===== config.mk =====
export PLATFORM = sky130hd
export DESIGN_NAME = vga_scanout
export DESIGN_NICKNAME = d
export VERILOG_FILES = /design/src/rtl/vga_pkg.sv /design/src/rtl/vga_timing_gen.sv /design/src/rtl/vga_scanout.sv
export SDC_FILE = /design/constraint.sdc
export NUM_CORES = 1
export LEC_CHECK = 0
export CELL_PAD_IN_SITES_DETAIL_PLACEMENT = 1
export CELL_PAD_IN_SITES_GLOBAL_PLACEMENT = 1
export CORE_ASPECT_RATIO = 1.25
export CORE_MARGIN = 2
export CORE_UTILIZATION = 43
export DETAILED_ROUTE_END_ITERATION = 8
export HOLD_SLACK_MARGIN = 0.05
export PLACE_DENSITY_LB_ADDON = 0.1
export SYNTH_ARGS = -nofsm -noshare
export SYNTH_HDL_FRONTEND = slang
export SYNTH_SLANG_ARGS = --single-unit

===== constraint.sdc =====
create_clock -name Clock_25 -period 5.2 [get_ports Clock_25]
set_input_delay 1.3 -clock Clock_25 [delete_from_list [all_inputs] [get_ports Clock_25]]
set_output_delay 1.3 -clock Clock_25 [all_outputs]
set_load 0.1 [all_outputs]

===== src/rtl/vga_pkg.sv =====
// ============================================================================
// Module      : vga_pkg
// Description : Shared constants for the VGA 640x480@60 scan-out path.
//               Holds the default horizontal/vertical timing, the derived
//               sync window and total constants, the logical framebuffer
//               geometry, and the framebuffer address width that is also
//               used when the RAM is instantiated.
// Ports       : none (package)
// Options     : none
// Revision    : 1.0  initial release
// ============================================================================
`default_nettype none

package vga_pkg;

  // Horizontal timing, in pixel clocks.
  localparam int VGA_H_ACTIVE     = 640;
  localparam int VGA_H_FP         = 16;
  localparam int VGA_H_SYNC       = 96;
  localparam int VGA_H_BP         = 48;
  localparam int VGA_H_TOTAL      = VGA_H_ACTIVE + VGA_H_FP + VGA_H_SYNC + VGA_H_BP;
  localparam int VGA_H_SYNC_START = VGA_H_ACTIVE + VGA_H_FP;
  localparam int VGA_H_SYNC_END   = VGA_H_SYNC_START + VGA_H_SYNC - 1;

  // Vertical timing, in lines.
  localparam int VGA_V_ACTIVE     = 480;
  localparam int VGA_V_FP         = 10;
  localparam int VGA_V_SYNC       = 2;
  localparam int VGA_V_BP         = 33;
  localparam int VGA_V_TOTAL      = VGA_V_ACTIVE + VGA_V_FP + VGA_V_SYNC + VGA_V_BP;
  localparam int VGA_V_SYNC_START = VGA_V_ACTIVE + VGA_V_FP;
  localparam int VGA_V_SYNC_END   = VGA_V_SYNC_START + VGA_V_SYNC - 1;

  // Logical framebuffer: 160x120 words, each shown as a 4x4 block.
  localparam int VGA_SCALE_SHIFT  = 2;
  localparam int VGA_FB_WIDTH     = 160;

  // Framebuffer port widths; the RAM instance uses the same values.
  localparam int VGA_AWIDTH       = 15;
  localparam int VGA_PIX_WIDTH    = 3;

endpackage : vga_pkg

`default_nettype wire


===== src/rtl/vga_timing_gen.sv =====
// ============================================================================
// Module      : vga_timing_gen
// Description : Free-running VGA raster counters plus the stage-0 decode of
//               the visible window, active-low sync levels and vertical blank.
//               Also used by the upstream pixel writer for its blanking logic.
// Ports       : clk      in   pixel clock
//               rst      in   synchronous, active-high reset
//               hcount   out  horizontal position 0..H_TOTAL-1
//               vcount   out  vertical position 0..V_TOTAL-1
//               active   out  inside the visible window
//               hsync_n  out  horizontal sync, active-low, undelayed
//               vsync_n  out  vertical sync, active-low, undelayed
//               vblank   out  vcount >= V_ACTIVE (held low during reset)
// Options     : none
// Revision    : 1.0  initial release
// ============================================================================
`default_nettype none

module vga_timing_gen
  import vga_pkg::*;
#(
  parameter int H_ACTIVE = VGA_H_ACTIVE,
  parameter int H_FP     = VGA_H_FP,
  parameter int H_SYNC   = VGA_H_SYNC,
  parameter int H_BP     = VGA_H_BP,
  parameter int V_ACTIVE = VGA_V_ACTIVE,
  parameter int V_FP     = VGA_V_FP,
  parameter int V_SYNC   = VGA_V_SYNC,
  parameter int V_BP     = VGA_V_BP
) (
  input  logic       clk,
  input  logic       rst,
  output logic [9:0] hcount,
  output logic [9:0] vcount,
  output logic       active,
  output logic       hsync_n,
  output logic       vsync_n,
  output logic       vblank
);

  localparam logic [9:0] H_VIS    = 10'(H_ACTIVE);
  localparam logic [9:0] H_LAST   = 10'(H_ACTIVE + H_FP + H_SYNC + H_BP - 1);
  localparam logic [9:0] HS_START = 10'(H_ACTIVE + H_FP);
  localparam logic [9:0] HS_END   = 10'(H_ACTIVE + H_FP + H_SYNC - 1);
  localparam logic [9:0] V_VIS    = 10'(V_ACTIVE);
  localparam logic [9:0] V_LAST   = 10'(V_ACTIVE + V_FP + V_SYNC + V_BP - 1);
  localparam logic [9:0] VS_START = 10'(V_ACTIVE + V_FP);
  localparam logic [9:0] VS_END   = 10'(V_ACTIVE + V_FP + V_SYNC - 1);

  // Line and frame wrap share the same edge at the last pixel of the frame.
  always_ff @(posedge clk) begin
    if (rst) begin
      hcount <= '0;
      vcount <= '0;
    end else if (hcount == H_LAST) begin
      hcount <= '0;
      vcount <= (vcount == V_LAST) ? '0 : vcount + 10'd1;
    end else begin
      hcount <= hcount + 10'd1;
    end
  end

  assign active  = (hcount < H_VIS) && (vcount < V_VIS);
  assign hsync_n = !((hcount >= HS_START) && (hcount <= HS_END));
  assign vsync_n = !((vcount >= VS_START) && (vcount <= VS_END));

  // Gated so the writer never sees a stale blank flag from before reset.
  assign vblank  = !rst && (vcount >= V_VIS);

endmodule : vga_timing_gen

`default_nettype wire


===== src/rtl/vga_scanout.sv =====
// ============================================================================
// Module      : vga_scanout
// Description : VGA 640x480@60 scan-out. Drives the framebuffer read address
//               for a 160x120 image replicated 4x in each direction, takes
//               the RAM's registered read data one cycle later, and emits
//               RGB/HSync/VSync two cycles after the counter stage.
// Ports       : Clock_25     in   pixel clock (shared with the RAM read port)
//               Reset        in   synchronous, active-high
//               TestPattern  in   colour-bar select (optional build only)
//               RAddress     out  framebuffer read address, combinational
//               DataIn       in   RAM read data, valid one cycle after RAddress
//               RGB          out  registered pixel colour {R,G,B}
//               HSync        out  registered, active-low
//               VSync        out  registered, active-low
//               VBlank       out  vertical blank level, undelayed
// Options     : VGA_SCANOUT_TEST_PATTERN_EN adds TestPattern and an
//               eight-bar colour generator that replaces DataIn.
// Revision    : 1.0  initial release
// ============================================================================
`default_nettype none

module vga_scanout
  import vga_pkg::*;
#(
  parameter int H_ACTIVE    = VGA_H_ACTIVE,
  parameter int H_FP        = VGA_H_FP,
  parameter int H_SYNC      = VGA_H_SYNC,
  parameter int H_BP        = VGA_H_BP,
  parameter int V_ACTIVE    = VGA_V_ACTIVE,
  parameter int V_FP        = VGA_V_FP,
  parameter int V_SYNC      = VGA_V_SYNC,
  parameter int V_BP        = VGA_V_BP,
  parameter int SCALE_SHIFT = VGA_SCALE_SHIFT,
  parameter int FB_WIDTH    = VGA_FB_WIDTH,
  parameter int AWidth      = VGA_AWIDTH,
  parameter int Width       = VGA_PIX_WIDTH
) (
  input  logic              Clock_25,
  input  logic              Reset,
`ifdef VGA_SCANOUT_TEST_PATTERN_EN
  input  logic              TestPattern,
`endif
  output logic [AWidth-1:0] RAddress,
  input  logic [Width-1:0]  DataIn,
  output logic [Width-1:0]  RGB,
  output logic              HSync,
  output logic              VSync,
  output logic              VBlank
);

  localparam logic [9:0] COL_MAX = 10'(FB_WIDTH - 1);
  localparam logic [9:0] ROW_MAX = 10'((V_ACTIVE >> SCALE_SHIFT) - 1);

  logic [9:0] hcount, vcount;
  logic       active0, hs0_n, vs0_n;

  vga_timing_gen #(
    .H_ACTIVE (H_ACTIVE),
    .H_FP     (H_FP),
    .H_SYNC   (H_SYNC),
    .H_BP     (H_BP),
    .V_ACTIVE (V_ACTIVE),
    .V_FP     (V_FP),
    .V_SYNC   (V_SYNC),
    .V_BP     (V_BP)
  ) u_timing (
    .clk     (Clock_25),
    .rst     (Reset),
    .hcount  (hcount),
    .vcount  (vcount),
    .active  (active0),
    .hsync_n (hs0_n),
    .vsync_n (vs0_n),
    .vblank  (VBlank)
  );

  // ---------------------------------------------------------------- address
  // Clamping keeps the address inside the image during blanking, so the RAM
  // is never read out of range.
  logic [9:0]        col_raw, row_raw, col, row;
  logic [AWidth-1:0] row_base;

  assign col_raw = hcount >> SCALE_SHIFT;
  assign row_raw = vcount >> SCALE_SHIFT;
  assign col     = (col_raw > COL_MAX) ? COL_MAX : col_raw;
  assign row     = (row_raw > ROW_MAX) ? ROW_MAX : row_raw;

  // row * FB_WIDTH as a sum of shifted copies of row, one per set bit of the
  // constant; for 160 this is (row << 7) + (row << 5).
  always_comb begin
    row_base = '0;
    for (int i = 0; i < AWidth; i++) begin
      if (FB_WIDTH[i]) begin
        row_base = row_base + (AWidth'(row) << i);
      end
    end
  end

  assign RAddress = row_base + AWidth'(col);

  // ---------------------------------------------------------------- stage 1
  // Registered on the same edge the RAM captures RAddress, so DataIn lines
  // up with these values during the following cycle.
  logic active1, hs1_n, vs1_n;

  always_ff @(posedge Clock_25) begin
    if (Reset) begin
      active1 <= 1'b0;
      hs1_n   <= 1'b1;
      vs1_n   <= 1'b1;
    end else begin
      active1 <= active0;
      hs1_n   <= hs0_n;
      vs1_n   <= vs0_n;
    end
  end

`ifdef VGA_SCANOUT_TEST_PATTERN_EN
  // bar1 is the bar index of the stage-1 pixel (hcount one cycle ago,
  // divided by H_ACTIVE/8). bar_px counts pixels within the current bar.
  localparam logic [9:0] BAR_LAST = 10'(H_ACTIVE / 8 - 1);

  logic [9:0] bar_px;
  logic [2:0] bar1;

  always_ff @(posedge Clock_25) begin
    if (Reset || hcount == '0) begin
      bar_px <= '0;
      bar1   <= '0;
    end else if (bar_px == BAR_LAST) begin
      bar_px <= '0;
      bar1   <= bar1 + 3'd1;
    end else begin
      bar_px <= bar_px + 10'd1;
    end
  end
`endif

  // ---------------------------------------------------------------- stage 2
  logic [Width-1:0] pix;

  always_comb begin
    pix = DataIn;
`ifdef VGA_SCANOUT_TEST_PATTERN_EN
    if (TestPattern) begin
      pix = Width'(bar1);
    end
`endif
  end

  always_ff @(posedge Clock_25) begin
    if (Reset) begin
      RGB   <= '0;
      HSync <= 1'b1;
      VSync <= 1'b1;
    end else begin
      RGB   <= active1 ? pix : '0;
      HSync <= hs1_n;
      VSync <= vs1_n;
    end
  end

endmodule : vga_scanout

`default_nettype wire


**M2 wires**

Scale: 4 px per um.
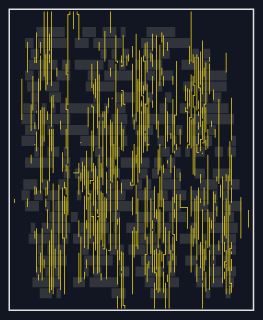
The layer carries 2410 um of wire. The longest straight run is 30.6 um. 228 nets have wire on it. The wires run mostly vertical.

**Sequential cells coloured by netlist name**

Scale: 6 px per um. Other sequential cells in the stronger grey, the rest of the logic in the fainter grey.
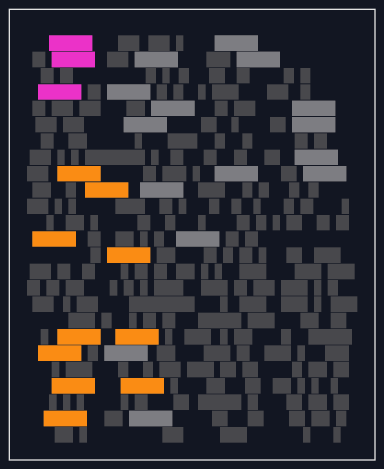
Key: u_timing.hcount = orange [sequential cells 10]; RGB = magenta [sequential cells 3]
Another 15 sequential cells are not coloured.

==> ds_physical_params.txt <==
Implementation parameters

Parameter                              Value

Synth
  Largest cells by area after synthesis    dfxtp_1 (32%), ha_1 (14%), xnor2_1 (6.6%)
  Flip-flops with a built-in enable    0

Floorplanning
  Area of the chip    0.00454 mm2
  Starting Density    0.453
  I/O pin total    26

Detailed routing
  Post-detailed-routing wire length    4.24 mm
  Via/cell ratio    5.33
  Number of iterations in the first detailed-routing pass    4

STA
  Ratio of final minimum period to clock period    0.922
  Highest attainable clock frequency    209 MHz
  Final tally of max-slew violations    0
  Sum of negative setup slack    0 ps
  Setup-violating endpoint count in the final report    0

Worst hold path
  Worst hold path type    flip-flop to flip-flop

Worst setup path
  Largest stage delay on the critical path    410 ps
  Endpoint type of the worst setup path    output port
  Standard cell with the maximum stage delay on the critical path    fa_1
  Endpoint of the lowest-slack register-to-register path    u_timing.vcount[9]
  Buffers plus inverters on the worst setup path    3
  Worst Setup EP    RAddress[13]
  Worst Setup Start Kind    flip-flop

Outcome
  Result of the run    completed

Power and ir drop
  Share of power burned in registers    0.516

Global routing
  Total global routing overflow    0
  Overall routing resource usage    0.215

Clock tree
  Post-CTS setup-driven buffer insertion count    0
  Clock latency on the worst-skew pair    280 ps

Final layout
  Final core utilization    0.548
-- power groups by stage --
stage / Sequential [mW] / Clock [mW] / Combinational (mW)
after floorplan: 0.232 / 0 / 0.0163
after global placement: 0.225 / 0 / 0.0314
after detailed placement: 0.226 / 0 / 0.0324
after CTS: 0.221 / 0.175 / 0.0325
after global routing: 0.221 / 0.188 / 0.0345
final: 0.220 / 0.174 / 0.0322
-- sequential cells by signal, summed over array words and instances (netlist names) --
register         flops
hs1_n                1
u_timing.hcount     10
u_timing.vcount     10
VSync                1
HSync                1
vs1_n                1
RGB                  3
active1              1
-- worst register-to-register path, cell delays in order, from the launching register on --
cell and delay (ps):
dfxtp_1 410, ha_1 240, nand3_2 160, or3_4 510, or4_1 510, a21oi_1 170
-- per-layer routing --
metal | wire, um | global-route usage | part of all wire
met1 | 1670 | 0.235 | 0.39
met2 | 2410 | 0.417 | 0.57
met3 | 113 | 0.0309 | 0.027
met4 | 51 | 0.0652 | 0.012
met5 | 0 | 0 | 0
-- layout make-up --
class                           instances  area [um2]
Multi-Input combinational cell        155        1100
Sequential cell                        28         561
Fill cell                             473        1730
Clock buffer                            3        41.3
Timing Repair Buffer                   25         238
Inverter                               14        52.6
Clock inverter                          1        30.0
Tap cell                               54        67.6
-- placed cells by master, fill, tap and decap left out, drive strengths merged, types with 2 or more instances in the layout --
master | netlist | layout
or2 | 5 | 5
nor2b | 2 | 2
buf | 1 | 10
and2 | 4 | 4
xor2 | 4 | 4
nor2 | 23 | 23
nand2 | 8 | 8
clkdlybuf4s50 | 0 | 15
clkbuf | 1 | 3
nand4 | 2 | 2
fa | 2 | 2
ha | 19 | 19
a21oi | 10 | 10
nand3 | 12 | 12
a21o | 2 | 2
and3 | 6 | 6
o31ai | 2 | 2
inv | 14 | 14
dfxtp | 28 | 28
nand2b | 9 | 9
nor4 | 4 | 4
xnor2 | 13 | 13
nor3 | 6 | 6
o21ai | 5 | 5
or3 | 5 | 5
or4 | 3 | 3
-- how the worst min path moves through the flow --
stage	start	end	cells after the start	slack, ps
after floorplan	hs1_n	HSync	1	390
after global placement	vs1_n	VSync	1	400
after detailed placement	vs1_n	VSync	1	410
after CTS	vs1_n	VSync	1	430
after global routing	vs1_n	VSync	1	440
final	hs1_n	HSync	1	430
-- cells in the mapped netlist, drive strengths merged, types with 2 or more instances --
master and number:
or3 5, o31ai 2, nand2 8, or4 3
o21ai 5, or2 5, nor3 6, nand2b 9
nor2b 2, fa 2, a21o 2, and2 4
ha 19, inv 14, nand3 12, and3 6
dfxtp 28, nand4 2, xor2 4, nor2 23
xnor2 13, a21oi 10, nor4 4
-- cell families (layout without fill, tap and decap cells) --
family	Yosys count	in the layout	share of synthesized area
fa+ha+maj	21	21	0.161
buf+inv	16	43	0.0391
other cells	1	1	0.00217
compound gates	24	24	0.0891
xor+xnor	17	17	0.0862
flops	28	28	0.324
simple gates	92	92	0.298
-- through the flow --
step | worst slack (ps) | std cells
after floorplan | 86.7 | 199
after global placement | 802 | 276
after detailed placement | 692 | 276
after CTS | 370 | 280
after global routing | 87.4 | 280
final | 408 | 280
Power figures rest on the tool's default switching activity, not on a simulated workload.
